### Selected gate families

Scale: 2 px per µm.
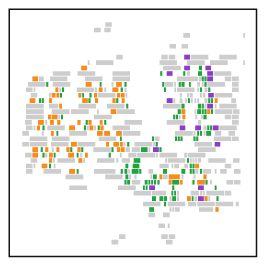
### Met3 routing

Scale: 4 px per µm.
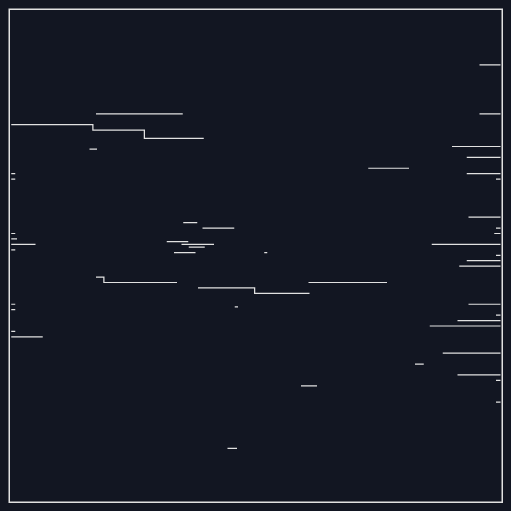
### src/rtl/udma_uart_tx_fetch_ctrl.sv
`default_nettype none
// ============================================================================
// Module   : udma_uart_tx_fetch_ctrl
// Brief    : Fetches bytes from a uDMA linear TX channel (req/gnt request
//            phase, valid/ready response phase) into a small byte FIFO and
//            presents them one at a time to the UART bit serializer.
// Revision : 1.0 - initial release
// ============================================================================
module udma_uart_tx_fetch_ctrl #(
    parameter int FIFO_DEPTH = 4,
    parameter int CNT_W      = 16
) (
    input  logic                             sys_clk_i,
    input  logic                             rstn_i,
    input  logic                             cfg_en_i,
    input  logic                             cfg_clr_i,
    output logic                             data_tx_req_o,
    input  logic                             data_tx_gnt_i,
    output logic [1:0]                       data_tx_datasize_o,
    input  logic [31:0]                      data_tx_i,
    input  logic                             data_tx_valid_i,
    output logic                             data_tx_ready_o,
    output logic [7:0]                       ser_data_o,
    output logic                             ser_valid_o,
    input  logic                             ser_ready_i,
    output logic                             busy_o,
    output logic [$clog2(FIFO_DEPTH+1)-1:0]  fifo_count_o,
    output logic [CNT_W-1:0]                 byte_cnt_o,
    output logic                             idle_evt_o
);

    localparam int                 c_PTR_W     = $clog2(FIFO_DEPTH);
    localparam int                 c_OCC_W     = $clog2(FIFO_DEPTH + 1);
    localparam logic [c_OCC_W-1:0] c_DEPTH_OCC = c_OCC_W'(FIFO_DEPTH);

    localparam logic [1:0] c_ST_IDLE  = 2'd0;
    localparam logic [1:0] c_ST_RUN   = 2'd1;
    localparam logic [1:0] c_ST_FLUSH = 2'd2;

    logic [1:0]         r_state;
    logic [1:0]         w_next_state;
    logic [7:0]         r_mem [FIFO_DEPTH];
    logic [c_PTR_W-1:0] r_wr_ptr;
    logic [c_PTR_W-1:0] r_rd_ptr;
    logic [c_OCC_W-1:0] r_count;
    logic [c_OCC_W-1:0] r_outstanding;
    logic [CNT_W-1:0]   r_byte_cnt;
    logic               r_idle_evt;

    logic               w_run;
    logic               w_flush;
    logic               w_fifo_empty;
    logic               w_fifo_full;
    logic [c_OCC_W:0]   w_in_use;
    logic               w_credit_ok;
    logic               w_ser_valid;
    logic               w_pop;
    logic               w_req;
    logic               w_ready;
    logic               w_grant;
    logic               w_resp;
    logic               w_push;
    logic               w_fifo_clr;
    logic               w_unused;

    assign w_run        = (r_state == c_ST_RUN);
    assign w_flush      = (r_state == c_ST_FLUSH);
    assign w_fifo_empty = (r_count == '0);
    assign w_fifo_full  = (r_count == c_DEPTH_OCC);

    // Bytes already buffered plus bytes granted but not yet returned must never
    // exceed the FIFO, so every granted response is guaranteed a slot.
    assign w_in_use    = {1'b0, r_count} + {1'b0, r_outstanding};
    assign w_credit_ok = (w_in_use < {1'b0, c_DEPTH_OCC});

    assign w_ser_valid = ~w_fifo_empty & ~w_flush;
    assign w_pop       = w_ser_valid & ser_ready_i;

    assign w_req   = w_run & cfg_en_i & ~cfg_clr_i & w_credit_ok;
    // A full FIFO may still take a byte in the same cycle the head leaves.
    assign w_ready = (w_run & (~w_fifo_full | w_pop)) | w_flush;

    assign w_grant = w_req & data_tx_gnt_i;
    // A response with nothing outstanding is a protocol error and is dropped.
    assign w_resp  = data_tx_valid_i & w_ready & (r_outstanding != '0);
    assign w_push  = w_resp & w_run;

    // Pointers are cleared on the way into FLUSH and held there while flushing.
    assign w_fifo_clr = (w_next_state == c_ST_FLUSH);

    assign data_tx_req_o      = w_req;
    assign data_tx_ready_o    = w_ready;
    assign data_tx_datasize_o = 2'b00;
    assign ser_valid_o        = w_ser_valid;
    assign ser_data_o         = r_mem[r_rd_ptr];
    assign busy_o             = (r_state != c_ST_IDLE);
    assign fifo_count_o       = r_count;
    assign byte_cnt_o         = r_byte_cnt;
    assign idle_evt_o         = r_idle_evt;

    // Only the low byte of a fetched word carries data.
    assign w_unused = ^data_tx_i[31:8];

    // Next-state decode: clear wins, then graceful stop once everything drains.
    always_comb begin
        w_next_state = r_state;
        case (r_state)
            c_ST_IDLE: begin
                if (cfg_clr_i)     w_next_state = c_ST_FLUSH;
                else if (cfg_en_i) w_next_state = c_ST_RUN;
            end
            c_ST_RUN: begin
                if (cfg_clr_i)
                    w_next_state = c_ST_FLUSH;
                else if (~cfg_en_i && (r_outstanding == '0) && w_fifo_empty)
                    w_next_state = c_ST_IDLE;
            end
            c_ST_FLUSH: begin
                if ((r_outstanding == '0) && ~cfg_clr_i)
                    w_next_state = c_ST_IDLE;
            end
            default: w_next_state = c_ST_IDLE;
        endcase
    end

    // State register and the one-cycle pulse on returning to IDLE.
    always_ff @(posedge sys_clk_i or negedge rstn_i) begin
        if (!rstn_i) begin
            r_state    <= c_ST_IDLE;
            r_idle_evt <= 1'b0;
        end else begin
            r_state    <= w_next_state;
            r_idle_evt <= (r_state != c_ST_IDLE) && (w_next_state == c_ST_IDLE);
        end
    end

    // Grants issued but not yet answered; grant and response together cancel.
    always_ff @(posedge sys_clk_i or negedge rstn_i) begin
        if (!rstn_i) begin
            r_outstanding <= '0;
        end else begin
            case ({w_grant, w_resp})
                2'b10:   r_outstanding <= r_outstanding + 1'b1;
                2'b01:   r_outstanding <= r_outstanding - 1'b1;
                default: r_outstanding <= r_outstanding;
            endcase
        end
    end

    // Byte FIFO: storage, pointers and occupancy.
    always_ff @(posedge sys_clk_i or negedge rstn_i) begin
        if (!rstn_i) begin
            for (int i = 0; i < FIFO_DEPTH; i++) r_mem[i] <= '0;
            r_wr_ptr <= '0;
            r_rd_ptr <= '0;
            r_count  <= '0;
        end else begin
            if (w_push) r_mem[r_wr_ptr] <= data_tx_i[7:0];
            if (w_fifo_clr) begin
                r_wr_ptr <= '0;
                r_rd_ptr <= '0;
                r_count  <= '0;
            end else begin
                if (w_push) r_wr_ptr <= r_wr_ptr + 1'b1;
                if (w_pop)  r_rd_ptr <= r_rd_ptr + 1'b1;
                case ({w_push, w_pop})
                    2'b10:   r_count <= r_count + 1'b1;
                    2'b01:   r_count <= r_count - 1'b1;
                    default: r_count <= r_count;
                endcase
            end
        end
    end

    // Bytes handed to the serializer; wraps naturally, cleared only by reset.
    always_ff @(posedge sys_clk_i or negedge rstn_i) begin
        if (!rstn_i)    r_byte_cnt <= '0;
        else if (w_pop) r_byte_cnt <= r_byte_cnt + 1'b1;
    end

endmodule
`default_nettype wire

### config.mk
export PLATFORM = sky130hd
export DESIGN_NAME = udma_uart_tx_fetch_ctrl
export DESIGN_NICKNAME = d
export VERILOG_FILES = /design/src/rtl/udma_uart_tx_fetch_ctrl.sv
export SDC_FILE = /design/constraint.sdc
export NUM_CORES = 1
export LEC_CHECK = 0
export ABC_AREA = 1
export CAP_MARGIN = 20
export CORE_MARGIN = 5
export CORE_UTILIZATION = 25
export CTS_CLUSTER_SIZE = 12
export DETAILED_ROUTE_END_ITERATION = 7
export SLEW_MARGIN = 20
export SYNTH_ARGS = -nofsm -noshare
export SYNTH_HDL_FRONTEND = slang
export SYNTH_SLANG_ARGS = --single-unit
### constraint.sdc
create_clock -name sys_clk_i -period 2.8 [get_ports sys_clk_i]
set_input_delay 0.42 -clock sys_clk_i [delete_from_list [all_inputs] [get_ports sys_clk_i]]
set_output_delay 0.42 -clock sys_clk_i [all_outputs]
set_load 0.005 [all_outputs]
==> results.cfg <==
; yosys + openroad results
[yosys]
synth-edff-count = 0
yosys_warnings = 0
synthArstFlopShare_pct = 100
ys.flop_type = dfrtp_1
ys_cells = 370
top_cell_area_share_pct = 47.9
yosysSeqAreaShare_pct = 47.9
synth-seq-cells = 61

[pwr]
p_comb_mw = 0.613
p_sw_mw = 0.778
power_density_nw_per_um2 = 691
p_sw_share_pct = 27.0
power-top-group = clock
total_power_mw = 2.88

[die]
rows = 41
die_w_um = 123
core_area_um2 = 12600
initial_core_util_pct = 25.3

[final_timing]
fin_ws_ns = 0.261
fin_crit_ns = 2.54
fin_setup_tns_ns = 0
relSlewSlack_pct = 50.5
slew_viol_final = 0
timing.fmax_mhz = 394

[place]
pre_cts_slack_ns = 0.166
portBuffers = 46
dpl.hpwl_um = 5380

[global_route]
globalRouteOverflowTotal = 0
met2_usage_pct = 17.8
antenna_found_initial = 0
grt_pass1_wl_um = 12600
grtUsageTotal_pct = 10.8

[route]
routed-wl-met2_um = 3540
viasPerCell = 4.36
wl_met1_um = 3490
vias = 2617
initialDrtViolationCount = 125
routed_wl_um = 7530
wl_met3_um = 360

[finish]
fill_cells = 1299
final_nets = 472
lay_top_count = nand2_1
largest_register_ff_count = 32
top_register = r_mem

[worst_setup_path]
crit_arrival_ns = 2.12
crit-reg2reg-launch = fifo_count_o[0]
crit_family = buffers and inverters
worst-path-buf-inv = 1
cp_slowest_cell = clkdlybuf4s50_1
max_stage_delay_ns = 0.55
startpoint = fifo_count_o[2]
crit_path_end = data_tx_req_o

[clocking]
cts.sinks = 61
cts_resized = 0
postCtsSetupRepairBufs = 0
cts_buffers = 9
clk_pin_slew_worst_paths_ns = 0.05
cts_tree = yes

[outcome]
outcome = finished, final reports clean

[job]
warnings = 53

[min_path]
min_path_type = primary input to async pin
## Picture notes: 'Selected gate families'
- purple: XOR/XNOR gates (cells 17)
- orange: inverting AOI/OAI gates (cells 70)
- green: NAND gates (cells 115)

## Picture notes: 'Met3 routing'
- wire length on this layer: 360 µm
- nets with wire on the layer: 40
- main direction: horizontal
- longest straight run: 21.4 µm
- share of all routed wire: 4.8%

[layout make-up]
cell class,count,area (µm²),area share (%)
Clock buffer,12,256,6.15
Clock inverter,4,70.1,1.68
Inverter,36,135,3.24
Multi-Input combinational cell,261,1460,34.9
Sequential cell,61,1530,36.6
Tap cell,172,215,5.16
Timing Repair Buffer,54,515,12.4
[cell families after synthesis]
| kind of cell | Yosys count | share of synthesized area [%] |
|---|---|---|
| other | 1 | 0.118 |
| XOR/XNOR | 17 | 4.68 |
| AND/OR/NAND/NOR | 162 | 21.9 |
| AND-OR/OR-AND | 70 | 14.5 |
| flip-flops | 61 | 47.9 |
| buffers and inverters | 49 | 6.48 |
| adder cells (fa/ha/maj) | 10 | 4.40 |
Power is estimated from default activity; no workload was simulated.
